--- config.mk ---
export PLATFORM = sky130hd
export DESIGN_NAME = poly_addsub_ctrl
export DESIGN_NICKNAME = d
export VERILOG_FILES = /design/src/rtl/raccoon_pkg.sv /design/src/rtl/flag_delay.sv /design/src/rtl/poly_addsub_ctrl.sv
export SDC_FILE = /design/constraint.sdc
export NUM_CORES = 1
export LEC_CHECK = 0
export ABC_AREA = 1
export CAP_MARGIN = 40
export CORE_AREA = 2 2 144 146
export DETAILED_ROUTE_END_ITERATION = 6
export DIE_AREA = 0 0 146 148
export GPL_TIMING_DRIVEN = 1
export PLACE_DENSITY = 0.7
export SETUP_SLACK_MARGIN = 0.02
export SKIP_LAST_GASP = 1
export SLEW_MARGIN = 0
export SYNTH_ARGS = -nofsm -noshare
export SYNTH_HDL_FRONTEND = slang
export SYNTH_SLANG_ARGS = --single-unit
--- constraint.sdc ---
create_clock -name clk -period 2.57 [get_ports clk]
set_input_delay 0.257 -clock clk [delete_from_list [all_inputs] [get_ports clk]]
set_output_delay 0.257 -clock clk [all_outputs]
set_load 0.05 [all_outputs]
--- src/rtl/raccoon_pkg.sv ---
// Shared constants and types for the Raccoon polynomial add/sub path.
// Coefficients are 25 bits, packed two per 50-bit RAM word.
package raccoon_pkg;

    localparam int WORD_W     = 50;
    localparam int COEF_W     = 25;
    localparam int POLY_WORDS = 256;

    localparam logic [COEF_W-1:0] Q_25 = 25'd33292289;
    localparam logic [COEF_W-1:0] Q_24 = 25'd16515073;

    typedef enum logic [1:0] {
        ST_IDLE  = 2'd0,
        ST_ISSUE = 2'd1,
        ST_DRAIN = 2'd2,
        ST_DONE  = 2'd3
    } state_e;

endpackage

--- src/rtl/flag_delay.sv ---
// N-stage registered 1-bit delay line with synchronous reset (N >= 1).
// Latency N cycles; no backpressure.
module flag_delay #(
    parameter int N = 1
) (
    input  logic clk,
    input  logic rst,
    input  logic din,
    output logic dout
);

    logic [N-1:0] sr_q;

    always_ff @(posedge clk) begin
        if (rst) begin
            sr_q <= '0;
        end else begin
            sr_q[0] <= din;
            for (int i = 1; i < N; i++) begin
                sr_q[i] <= sr_q[i-1];
            end
        end
    end

    assign dout = sr_q[N-1];

endmodule

--- src/rtl/poly_addsub_ctrl.sv ---
// Sequencer streaming len packed words from two source banks through the add/sub datapath to a destination bank.
// done arrives len+RD_LAT+DP_LAT+1 cycles after start; no backpressure, the datapath is assumed always ready.
module poly_addsub_ctrl #(
    parameter int ADDR_W = 8,
    parameter int WORD_W = 50,
    parameter int RD_LAT = 1,
    parameter int DP_LAT = 2
) (
    input  logic              clk,
    input  logic              rst,
    input  logic              start,
    input  logic              op_sub,
    input  logic              q_mod,
    input  logic [ADDR_W-1:0] src1_base,
    input  logic [ADDR_W-1:0] src2_base,
    input  logic [ADDR_W-1:0] dst_base,
    input  logic [ADDR_W:0]   len,
    output logic              busy,
    output logic              done,
    output logic              rd_en,
    output logic [ADDR_W-1:0] rd1_addr,
    output logic [ADDR_W-1:0] rd2_addr,
    input  logic [WORD_W-1:0] rd1_data,
    input  logic [WORD_W-1:0] rd2_data,
    output logic              dp_in_flag,
    output logic              dp_sub,
    output logic              dp_q_mod,
    output logic [WORD_W-1:0] dp_din1,
    output logic [WORD_W-1:0] dp_din2,
    input  logic [WORD_W-1:0] dp_dout,
    input  logic              dp_out_flag,
    output logic              wr_en,
    output logic [ADDR_W-1:0] wr_addr,
    output logic [WORD_W-1:0] wr_data
);

    import raccoon_pkg::*;

    state_e            state_q, state_d;
    logic [ADDR_W:0]   rcnt_q, rcnt_d;
    logic [ADDR_W:0]   wcnt_q, wcnt_d;
    logic [ADDR_W:0]   len_q;
    logic [ADDR_W-1:0] src1_q, src2_q, dst_q;
    logic              sub_q, qmod_q;
    logic              cfg_ld;
    logic              res_due;

    always_comb begin
        state_d = state_q;
        rcnt_d  = rcnt_q;
        wcnt_d  = wcnt_q;
        cfg_ld  = 1'b0;
        rd_en   = 1'b0;
        wr_en   = 1'b0;
        done    = 1'b0;
        busy    = (state_q != ST_IDLE);

        case (state_q)
            ST_IDLE: begin
                if (start) begin
                    cfg_ld  = 1'b1;
                    rcnt_d  = '0;
                    wcnt_d  = '0;
                    state_d = (len == '0) ? ST_DONE : ST_ISSUE;
                end
            end
            ST_ISSUE: begin
                rd_en  = 1'b1;
                rcnt_d = rcnt_q + 1'b1;
                if (rcnt_q == len_q - 1'b1) begin
                    state_d = ST_DRAIN;
                end
            end
            ST_DRAIN: begin
            end
            ST_DONE: begin
                done    = 1'b1;
                state_d = ST_IDLE;
            end
            default: state_d = ST_IDLE;
        endcase

        // Results landing in IDLE/DONE belong to an aborted operation and are dropped.
        if ((state_q == ST_ISSUE || state_q == ST_DRAIN) && dp_out_flag) begin
            wr_en  = 1'b1;
            wcnt_d = wcnt_q + 1'b1;
        end

        // Looking at the next write count lets DONE follow the last write directly.
        if (state_q == ST_DRAIN && wcnt_d == len_q) begin
            state_d = ST_DONE;
        end
    end

    always_ff @(posedge clk) begin
        if (rst) begin
            state_q <= ST_IDLE;
            rcnt_q  <= '0;
            wcnt_q  <= '0;
            len_q   <= '0;
            src1_q  <= '0;
            src2_q  <= '0;
            dst_q   <= '0;
            sub_q   <= 1'b0;
            qmod_q  <= 1'b0;
        end else begin
            state_q <= state_d;
            rcnt_q  <= rcnt_d;
            wcnt_q  <= wcnt_d;
            if (cfg_ld) begin
                len_q  <= len;
                src1_q <= src1_base;
                src2_q <= src2_base;
                dst_q  <= dst_base;
                sub_q  <= op_sub;
                qmod_q <= q_mod;
            end
            // The datapath must return one result exactly DP_LAT cycles after each operand pair.
            if (res_due) begin
                assert (dp_out_flag);
            end
        end
    end

    flag_delay #(.N(RD_LAT)) u_in_flag (
        .clk  (clk),
        .rst  (rst),
        .din  (rd_en),
        .dout (dp_in_flag)
    );

    flag_delay #(.N(DP_LAT)) u_res_due (
        .clk  (clk),
        .rst  (rst),
        .din  (dp_in_flag),
        .dout (res_due)
    );

    assign rd1_addr = src1_q + rcnt_q[ADDR_W-1:0];
    assign rd2_addr = src2_q + rcnt_q[ADDR_W-1:0];
    assign wr_addr  = dst_q + wcnt_q[ADDR_W-1:0];

    // Held from the start latch until the next start so late datapath stages see stable controls.
    assign dp_sub   = sub_q;
    assign dp_q_mod = qmod_q;
    assign dp_din1  = rd1_data;
    assign dp_din2  = rd2_data;
    assign wr_data  = dp_dout;

endmodule

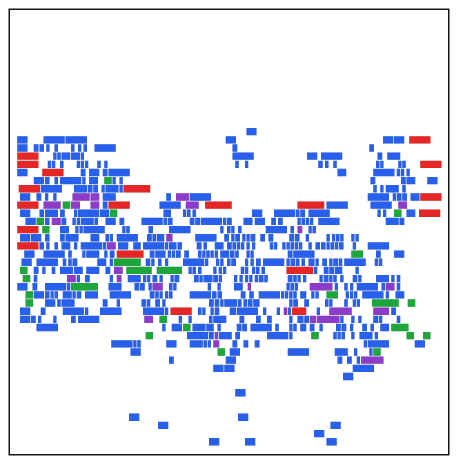
*Cell sizes after repair, run 1*
Scale: 3 px per um.
- purple: _2 cells (cells 28; share 4.6%)
- green: _3 and _4 cells (cells 27; share 4.4%; most used buf_4)
- blue: _0 and _1 cells (cells 536; share 88%; most used nand2_1)
- red: _6 and larger (cells 19; share 3.1%; most used buf_12)

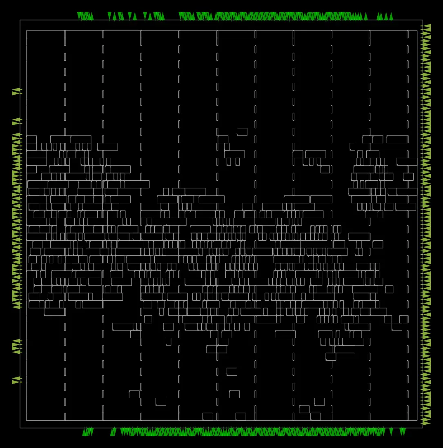
*Placed standard cells, run 1*
Seq/total area: 0.227
fillers: 2239

==> reports/qor.csv, run 1 <==
stage,metric,value,unit
logic_synthesis,Mean Syn Cell Area,6.88,um2
worst_setup_path,worst path cell trace,ha_1 -> inv_1 -> fa_1 -> o21ai_2 -> a21oi_1 -> o21ai_2 -> xor2_2 -> buf_12,
worst_setup_path,Critical Path Most Common Cell,o21ai_2,
route,routed vias,3753,
power,peak supply drop,500,uV
logic_synthesis,Synth cell types,29,
run,tool warning count,31,
route,via/cell ratio,4.26,
grt,vias in the first global route,3593,
placement,"Cell Area, Placed",4740,um2
logic_synthesis,Yosys Warn Count,0,
cts,clk slew on worst S/H paths,0.08,ns
power,Power Density,922,nW/um2
worst_setup_path,crit path from,rcnt_q[0],
cts,# Post-CTS Setup Buffers,0,
cts,CTS root buffer,clkbuf_16,
worst_setup_path,CP endpoint kind,output port,
floorplanning,I/O pin count,370,
power,Clock Power Share,0.156,
cells_and_area,final core utilization,0.250,
power,P_sw,2.22,mW
cells_and_area,most instantiated logic cells after routing,"nand2_1, nor2_1, inv_1, dfxtp_1, clkdlybuf4s50_1",
worst_hold_path,Hold Path Origin,dst_q[6],
logic_synthesis,Yosys chip area,4710,um2
status,outcome,"complete, no violations",
grt,initial antenna violation count,1,
final_timing,RSZ-0062 raised after global routing,true,
placement,# port buffers,69,
cts,Max Root-Sink Buffers,2,
worst_setup_path,required time of the critical path,2.31,ns
route,number of routed nets with antenna violations,0,
final_timing,slew at the pin closest to its max-slew limit,0.597,ns
worst_setup_path,crit path to,rd1_addr[6],
power,switching portion of total power,0.480,
worst_setup_path,Worst Setup Start Kind,flop,
placement,"worst slack, placed",0.0789,ns
cells_and_area,P&R area growth vs syn,6.24,%
final_timing,Hold WS,0.490,ns
grt,GRT Total Usage,0.117,
floorplanning,Die Width,146,um
cts,CTS HTree Levels,2,
worst_setup_path,Reg2Reg Setup Slack,0.41,ns
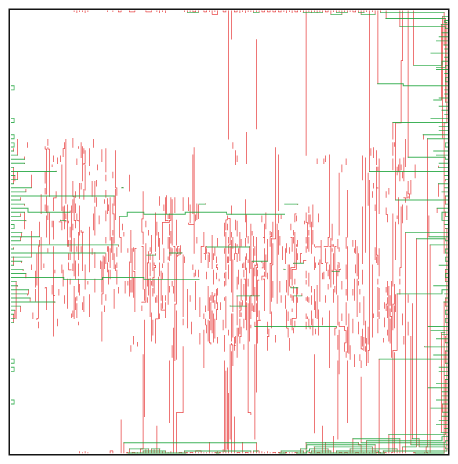
*Wiring by layer, run 1*
Scale: 3 px per um. Two of the layers only.
- red: metal 2 (wire length 5820 um)
- green: metal 3 (wire length 1390 um)

run 1: per-layer routing:
metal / global-route usage / vias to the layer above / part of all wire
li1: - / 1869 / -
met1: 0.134 / 1642 / 0.41
met2: 0.190 / 183 / 0.45
met3: 0.0537 / 57 / 0.11
met4: 0.0471 / 2 / 0.037
met5: 0 / - / 0.0010
run 1: through the flow:
stage          total power, mW  cells
4_1_cts                   4.62    877
3_3_place_gp              3.85    869
3_5_place_dp              3.87    869
5_1_grt                   4.96    880
6_report                  4.62    880
2_1_floorplan             3.63    685
run 1: final cells by class:
cell class / instances / area (um2) / share of cell area
multi-input cells: 401 / 2260 / 0.452
inverters: 66 / 248 / 0.0495
clock buffers: 6 / 139 / 0.0277
well taps: 270 / 338 / 0.0675
flip-flops and latches: 56 / 1130 / 0.227
repair buffers: 79 / 873 / 0.175
clock inverters: 2 / 10.0 / 0.00200
run 1: power groups by stage:
stage	registers (mW)	logic (mW)	clock network [mW]
finish	1.23	2.66	0.722
global route	1.26	2.92	0.784
CTS	1.22	2.65	0.747
detailed placement	1.24	2.63	0
global placement	1.23	2.62	0
floorplan	1.24	2.40	0
run 1: sequential cells by signal (all words and copies together), names as in the netlist:
| register | flops |
|---|---|
| dp_q_mod | 1 |
| dp_sub | 1 |
| dst_q | 8 |
| len_q | 9 |
| rcnt_q | 9 |
| src1_q | 8 |
| src2_q | 8 |
| state_q | 2 |
| u_in_flag.dout | 1 |
| wcnt_q | 9 |
run 1: logic make-up (layout without fill, tap and decap cells):
logic type	Yosys count	count (layout)	share of synthesized area
AND-OR/OR-AND	87	87	0.0938
XOR/XNOR	23	23	0.0428
adder cells (fa/ha/maj)	31	31	0.0871
buffers and inverters	228	153	0.303
flip-flops	56	56	0.238
AND/OR/NAND/NOR	260	260	0.236
==> run 1 -> run 2 <==
--- a/config.mk
+++ b/config.mk
@@ -14,7 +14,7 @@
 export PLACE_DENSITY = 0.7
 export SETUP_SLACK_MARGIN = 0.02
 export SKIP_LAST_GASP = 1
-export SLEW_MARGIN = 0
+export SLEW_MARGIN = 15
 export SYNTH_ARGS = -nofsm -noshare
 export SYNTH_HDL_FRONTEND = slang
 export SYNTH_SLANG_ARGS = --single-unit
==> run 2 against run 1 <==
Flip-flop count unchanged. Sequential power about the same. First-iteration DRC count unchanged. Final area unchanged. Register-to-register slack about the same. Die size unchanged. Utilization unchanged. Largest power group unchanged. Highest routed layer unchanged.
==> reports/qor.csv, run 2 <==
stage,metric,value,unit
worst_setup_path,worst path cell trace,ha_1 -> inv_1 -> fa_1 -> o21ai_2 -> a21oi_1 -> o21ai_2 -> xor2_2 -> buf_12,
power,P_sw,2.22,mW
power,PnR Total Power,4.62,mW
cells_and_area,fillers,2239,
cells_and_area,fraction of area in multi-input gates,0.452,
power,peak supply drop,500,uV
cts,clk slew on worst S/H paths,0.08,ns
cells_and_area,Seq cells,56,
cells_and_area,most instantiated logic cells after routing,"nand2_1, nor2_1, inv_1, dfxtp_1, clkdlybuf4s50_1",
route,via/cell ratio,4.26,
cells_and_area,multi-input gates,401,
cells_and_area,CLK BUF,6,
route,met2 WL,5.82,mm
placement,"Cell Area, Placed",4740,um2
cts,CTS HTree Levels,2,
grt,GRT Total Usage,0.117,
cells_and_area,Comb gate area,2260,um2
logic_synthesis,Mean Syn Cell Area,6.88,um2
grt,met2 GRT Util,0.190,
cells_and_area,Flop area,1130,um2
worst_hold_path,Hold Path Origin,dst_q[6],
grt,met3 global-route usage,0.0537,
power,switching portion of total power,0.480,
cells_and_area,Regs by FF count,"len_q: 9 flops, rcnt_q: 9 flops, wcnt_q: 9 flops",
logic_synthesis,Synth mux share,0,
grt,initial antenna violation count,1,
worst_setup_path,CP endpoint kind,output port,
worst_setup_path,required time of the critical path,2.31,ns
final_timing,slew at the pin closest to its max-slew limit,0.597,ns
logic_synthesis,Dominant comb cell,buffers and inverters,
floorplanning,I/O pin count,370,
cells_and_area,non-clk buf share,0.175,
grt,most used routing layer,met2,
final_timing,Hold WS,0.490,ns
worst_setup_path,Critical Path Most Common Cell,o21ai_2,
logic_synthesis,simple share,0.236,
placement,cell count after placement,869,
placement,# port buffers,69,
logic_synthesis,ao+oa area frac,0.0938,
worst_setup_path,Worst Setup Start Kind,flop,
final_timing,RSZ-0062 raised after global routing,true,
cells_and_area,Final clock-cell share,0.0297,
cts,Max Root-Sink Buffers,2,
cts,CTS root buffer,clkbuf_16,
status,outcome,"complete, no violations",
logic_synthesis,Yosys chip area,4710,um2
cells_and_area,P&R area growth vs syn,6.24,%
-- run 2: kinds of logic after synthesis --
logic type	count (synthesis)
simple gates	260
xor+xnor	23
fa+ha+maj	31
flops	56
compound gates	87
buf+inv	228
-- run 2: what timing repair did --
action | 4_1_cts | 5_1_grt
resized | 9 | 20
buffers inserted | 0 | 3
setup endpoints to repair | 5 | 6
pin swaps | 1 | 12
-- run 2: power groups by stage --
| stage | Clock (mW) | Combinational [mW] | Sequential [mW] |
|---|---|---|---|
| 2_1_floorplan | 0 | 2.40 | 1.24 |
| 3_3_place_gp | 0 | 2.62 | 1.23 |
| 3_5_place_dp | 0 | 2.63 | 1.24 |
| 4_1_cts | 0.747 | 2.65 | 1.22 |
| 5_1_grt | 0.784 | 2.92 | 1.26 |
| 6_report | 0.722 | 2.66 | 1.23 |
-- run 2: worst reg2reg max path: stages, from the launching register on --
cell and delay, ns:
dfxtp_1 0.40, inv_1 0.08, ha_1 0.36, nand3_1 0.16, nor2_1 0.26, nand3_1 0.11, nand2_1 0.11, nand2_1 0.07
nand2_1 0.06, nand2_1 0.05, nor2_1 0.11, nand3_1 0.14, nand3_1 0.11, nand2_1 0.05, inv_1 0.04
-- run 2: worst max path at each step --
stage / startpoint / endpoint / cells after the start
floorplan: wcnt_q[0] / wr_addr[6] / 7
global placement: rcnt_q[0] / rd1_addr[6] / 8
detailed placement: rcnt_q[0] / rd1_addr[6] / 8
CTS: rcnt_q[0] / rd1_addr[6] / 8
global route: rcnt_q[1] / rd2_addr[7] / 13
finish: rcnt_q[0] / rd1_addr[6] / 8
-- run 2: metrics by stage --
step           setup slack, ns  setup TNS, ns
2_1_floorplan           0.0636              0
3_3_place_gp             0.143              0
3_5_place_dp            0.0789              0
4_1_cts                 0.0180              0
5_1_grt                -0.0269        -0.0269
6_report                 0.146              0
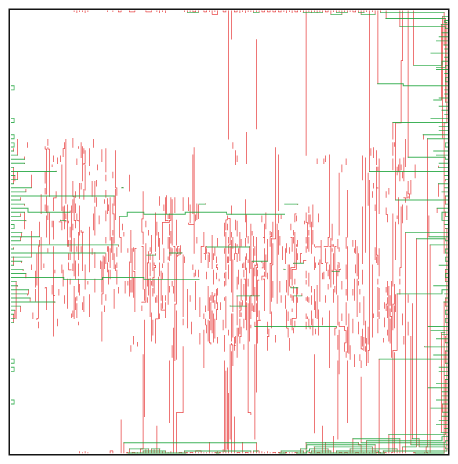
*Wiring by layer, run 2*
Scale: 3 px per um. Two of the layers only.
- green: metal 3 (wire length 1390 um)
- red: metal 2 (wire length 5820 um)

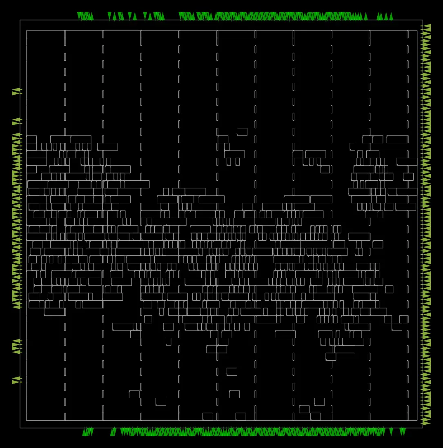
*Placed standard cells, run 2*
Placeable Area: 20000 um2
final core utilization: 0.250
non-filler instance count after layout: 880
Tapcells: 270
Rows: 52

Power figures rest on the tool's default switching activity, not on a simulated workload.
